<file path="config.mk">
export PLATFORM = sky130hd
export DESIGN_NAME = class_argmax
export DESIGN_NICKNAME = d
export VERILOG_FILES = /design/src/rtl/class_argmax.sv
export SDC_FILE = /design/constraint.sdc
export NUM_CORES = 1
export LEC_CHECK = 0
export ABC_AREA = 1
export CAP_MARGIN = 40
export CORE_MARGIN = 2
export CORE_UTILIZATION = 52
export DETAILED_ROUTE_END_ITERATION = 7
export HOLD_SLACK_MARGIN = 0.15
export PLACE_DENSITY = 0.92
export SLEW_MARGIN = 20
export SYNTH_ARGS = -nofsm -noshare
export SYNTH_HDL_FRONTEND = slang
export SYNTH_SLANG_ARGS = --single-unit
</file>
<file path="constraint.sdc">
create_clock -name clk -period 2.7 [get_ports clk]
set_input_delay 0.675 -clock clk [delete_from_list [all_inputs] [get_ports clk]]
set_output_delay 0.675 -clock clk [all_outputs]
set_load 0.005 [all_outputs]
</file>
<file path="src/rtl/class_argmax.sv">
// ---------------------------------------------------------------------------
// class_argmax
//
// Purpose: running arg-max over one FP16 similarity score per class. The
// scores arrive in class order 0..NUM_CLASSES-1 from the FP16 dot-product
// adder tree. When the last class has been seen, the block reports the
// winning class index and its score with a one-cycle done pulse.
//
// Ports:
//   clk          in   rising-edge clock
//   rst          in   asynchronous reset, active low
//   start        in   begin a new query (clears running state, any state)
//   score_valid  in   score carries the next class score
//   score        in   FP16 score for the current class
//   busy         out  high while collecting scores
//   done         out  one-cycle pulse, result outputs valid
//   best_class   out  index of the winning class
//   best_score   out  FP16 score of the winner
//   nan_seen     out  sticky per query: a NaN score was received
//   overrun      out  sticky per query: score_valid arrived outside COLLECT
// ---------------------------------------------------------------------------
module class_argmax #(
  parameter int NUM_CLASSES = 10,
  parameter int WIDTH       = 16,  // only FP16 is supported
  parameter int IDX_W       = $clog2(NUM_CLASSES)
) (
  input  logic             clk,
  input  logic             rst,
  input  logic             start,
  input  logic             score_valid,
  input  logic [WIDTH-1:0] score,
  output logic             busy,
  output logic             done,
  output logic [IDX_W-1:0] best_class,
  output logic [WIDTH-1:0] best_score,
  output logic             nan_seen,
  output logic             overrun
);

  localparam logic [1:0] S_IDLE    = 2'd0;
  localparam logic [1:0] S_COLLECT = 2'd1;
  localparam logic [1:0] S_REPORT  = 2'd2;

  localparam logic [IDX_W-1:0] LAST_IDX = IDX_W'(NUM_CLASSES - 1);
  localparam logic [15:0]      NEG_INF  = 16'hFC00;

  logic [1:0]       r_state;
  logic [IDX_W-1:0] r_count;
  logic [IDX_W-1:0] r_best_class;
  logic [15:0]      r_best_score;
  logic             r_nan_seen;
  logic             r_overrun;

  logic             w_is_nan;
  logic             w_both_zero;
  logic             w_greater;

  // Maps FP16 onto an unsigned key with the same ordering: negative values
  // are bit-inverted (larger magnitude -> smaller key), positive values get
  // the sign bit flipped so they sit above every negative.
  function automatic logic [15:0] sort_key(input logic [15:0] x);
    return x[15] ? ~x : (x ^ 16'h8000);
  endfunction

  assign w_is_nan    = (score[14:10] == 5'h1F) && (score[9:0] != 10'd0);
  // +0 and -0 have different keys but must compare equal.
  assign w_both_zero = (score[14:0] == 15'd0) && (r_best_score[14:0] == 15'd0);
  assign w_greater   = !w_both_zero && (sort_key(score) > sort_key(r_best_score));

  always_ff @(posedge clk or negedge rst) begin
    if (!rst) begin
      r_state      <= S_IDLE;
      r_count      <= '0;
      r_best_class <= '0;
      r_best_score <= '0;
      r_nan_seen   <= 1'b0;
      r_overrun    <= 1'b0;
    end else if (start) begin
      // start wins over everything; a score in the same cycle is dropped.
      r_state      <= S_COLLECT;
      r_count      <= '0;
      r_best_class <= '0;
      r_best_score <= NEG_INF;
      r_nan_seen   <= 1'b0;
      r_overrun    <= 1'b0;
    end else begin
      case (r_state)
        S_IDLE: begin
          if (score_valid) r_overrun <= 1'b1;
        end
        S_COLLECT: begin
          if (score_valid) begin
            if (w_is_nan) begin
              r_nan_seen <= 1'b1;
            end else if (w_greater) begin
              r_best_class <= r_count;
              r_best_score <= score;
            end
            // Counter stops at the last class; it is cleared by the next start.
            if (r_count == LAST_IDX) begin
              r_state <= S_REPORT;
            end else begin
              r_count <= r_count + IDX_W'(1);
            end
          end
        end
        S_REPORT: begin
          if (score_valid) r_overrun <= 1'b1;
          r_state <= S_IDLE;
        end
        default: r_state <= S_IDLE;
      endcase
    end
  end

  assign busy       = (r_state == S_COLLECT);
  assign done       = (r_state == S_REPORT);
  assign best_class = r_best_class;
  assign best_score = r_best_score;
  assign nan_seen   = r_nan_seen;
  assign overrun    = r_overrun;

endmodule

</file>
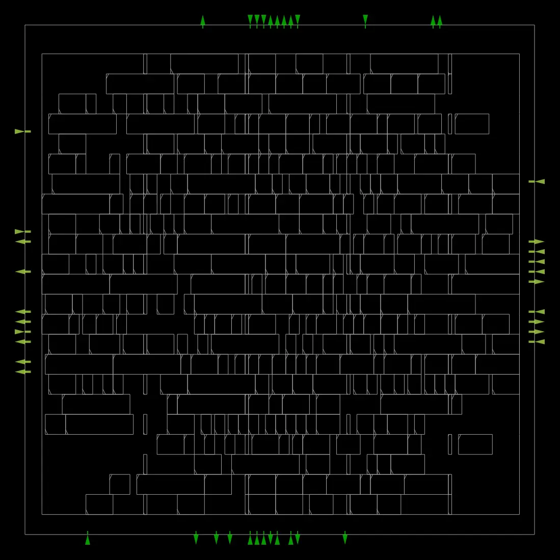
final_placement.png
sequential cell area share: 0.240
Final Util: 0.720
Seq cells: 28
Post-Layout Cell Count: 377
FILL cells: 288

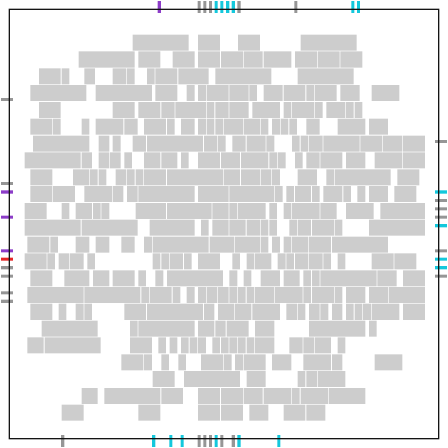
pins.png
Pins as bars across the die edge, other pins in gray.
[best_score] cyan | pins: 16 | direction: output | edge: 6 top, 6 bottom, 4 right
[overrun] red | pins: 1 | direction: output | edge: left
[best_class] purple | pins: 4 | direction: output | edge: 3 left, 1 top
Die H: 69.2 um
port buffer count: 43
Die Wd: 69.2 um

==> out/metrics.yaml <==
status: "complete, no violations"
num_rows: 23
synthesis.area_sq_mm: 0.00221
rsz0062_at_grt: "no"
crit_path_end: "best_score[4]"
inv_count: 21
async_reset_ff_frac: 1.00
r2r_start: "best_score[15]"
finalPower_mw: 1.60
nets: 366
path_delay_family: "simple AND/OR/NAND/NOR gates"
critPathMaxFanout: 5
min_from: "nan_seen"
grt_usage: 0.228
firstDrtPassIters: 4
top_cells_by_area: "dfrtp_1 32%, nand2_1 11%, ha_1 10%, nand3_2 9.1%, xnor2_1 5.9%"
synth-edff-count: 0
worstSetupPathDepth: 14
leakage_nw: 1.40
max_cap_violations: 0
ys_types: 28
design.portCount: 44
seqPwrFrac: 0.335
yosys_cells: 272
min_to: "nan_seen"
nMultiInputCombCells: 211
cts_max_level: 1
drcViolationCount: 0
skew_ns: 0.00629
comb_power_share: 0.498
syn2layout_area_growth_pct: 32.2
yosys_warnings: 0
grt_max_degree: 29
r2r_end: "best_score[4]"
detail_route.iter0.violations: 181
cp-start-kind: "input port"
tap_cells: 50
synthTopCellsByCount: "65 x nand2_1, 28 x dfrtp_1, 28 x nor2_1, 20 x nand3_2, 19 x inv_1"
postCtsSetupBuffers: 0
ys_seq_share: 0.317
cts_made_buffers: 3
slew_headroom: 0.648
end_kind: "flip-flop"
cts_tree: "done"
grt_remaining_overflow: 0
min_path_type: "flip-flop to flip-flop"
timing.fmax_mhz: 412
final_area_sq_mm: 0.00292
path_buffers: 2
clk_pin_slew_ns: 0.10
gp_congestion: 0.866
warnings: 27
floorplanUtilization: 0.545
drive_gt1_frac: 0.183
r2r_slack_ns: 0.44
buffer_area_frac: 0.218
ff_type: "dfrtp_1"
n_all_buffers: 63
dp_slack_ns: -0.185
whs_ns: 0.502
p_comb_mw: 0.795
powerClk_mw: 0.267
hold_buffers: 0
setup_viol: 0
cts_max_path_buffers: 2
final_cell_mix: "65 x nand2_1, 42 x clkdlybuf4s50_1, 28 x dfrtp_1"
drtAntennaViolNets: 0
regArea_sq_um: 701
critPathLaunch: "score[9]"
layer usage:
layer,vias up,track usage,part of all wire
li1,991,-,-
met1,942,0.311,0.45
met2,54,0.400,0.49
met3,4,0.0305,0.045
met4,0,0.0261,0.0057
met5,-,0,0
registers in the layout, indices dropped and copies added, names as in the netlist:
register	cells
best_score	16
best_class	4
r_count	4
r_state	2
nan_seen	1
overrun	1
logic make-up (layout without fill, tap and decap cells):
logic type,Yosys count,after routing,synth area share
and+or+nand+nor,147,147,0.353
buffers and inverters,33,88,0.0685
xor gates and xnor gates,30,30,0.119
DFF,28,28,0.317
adders and majority gates,18,18,0.102
AOI/OAI and AO/OA,16,16,0.0407
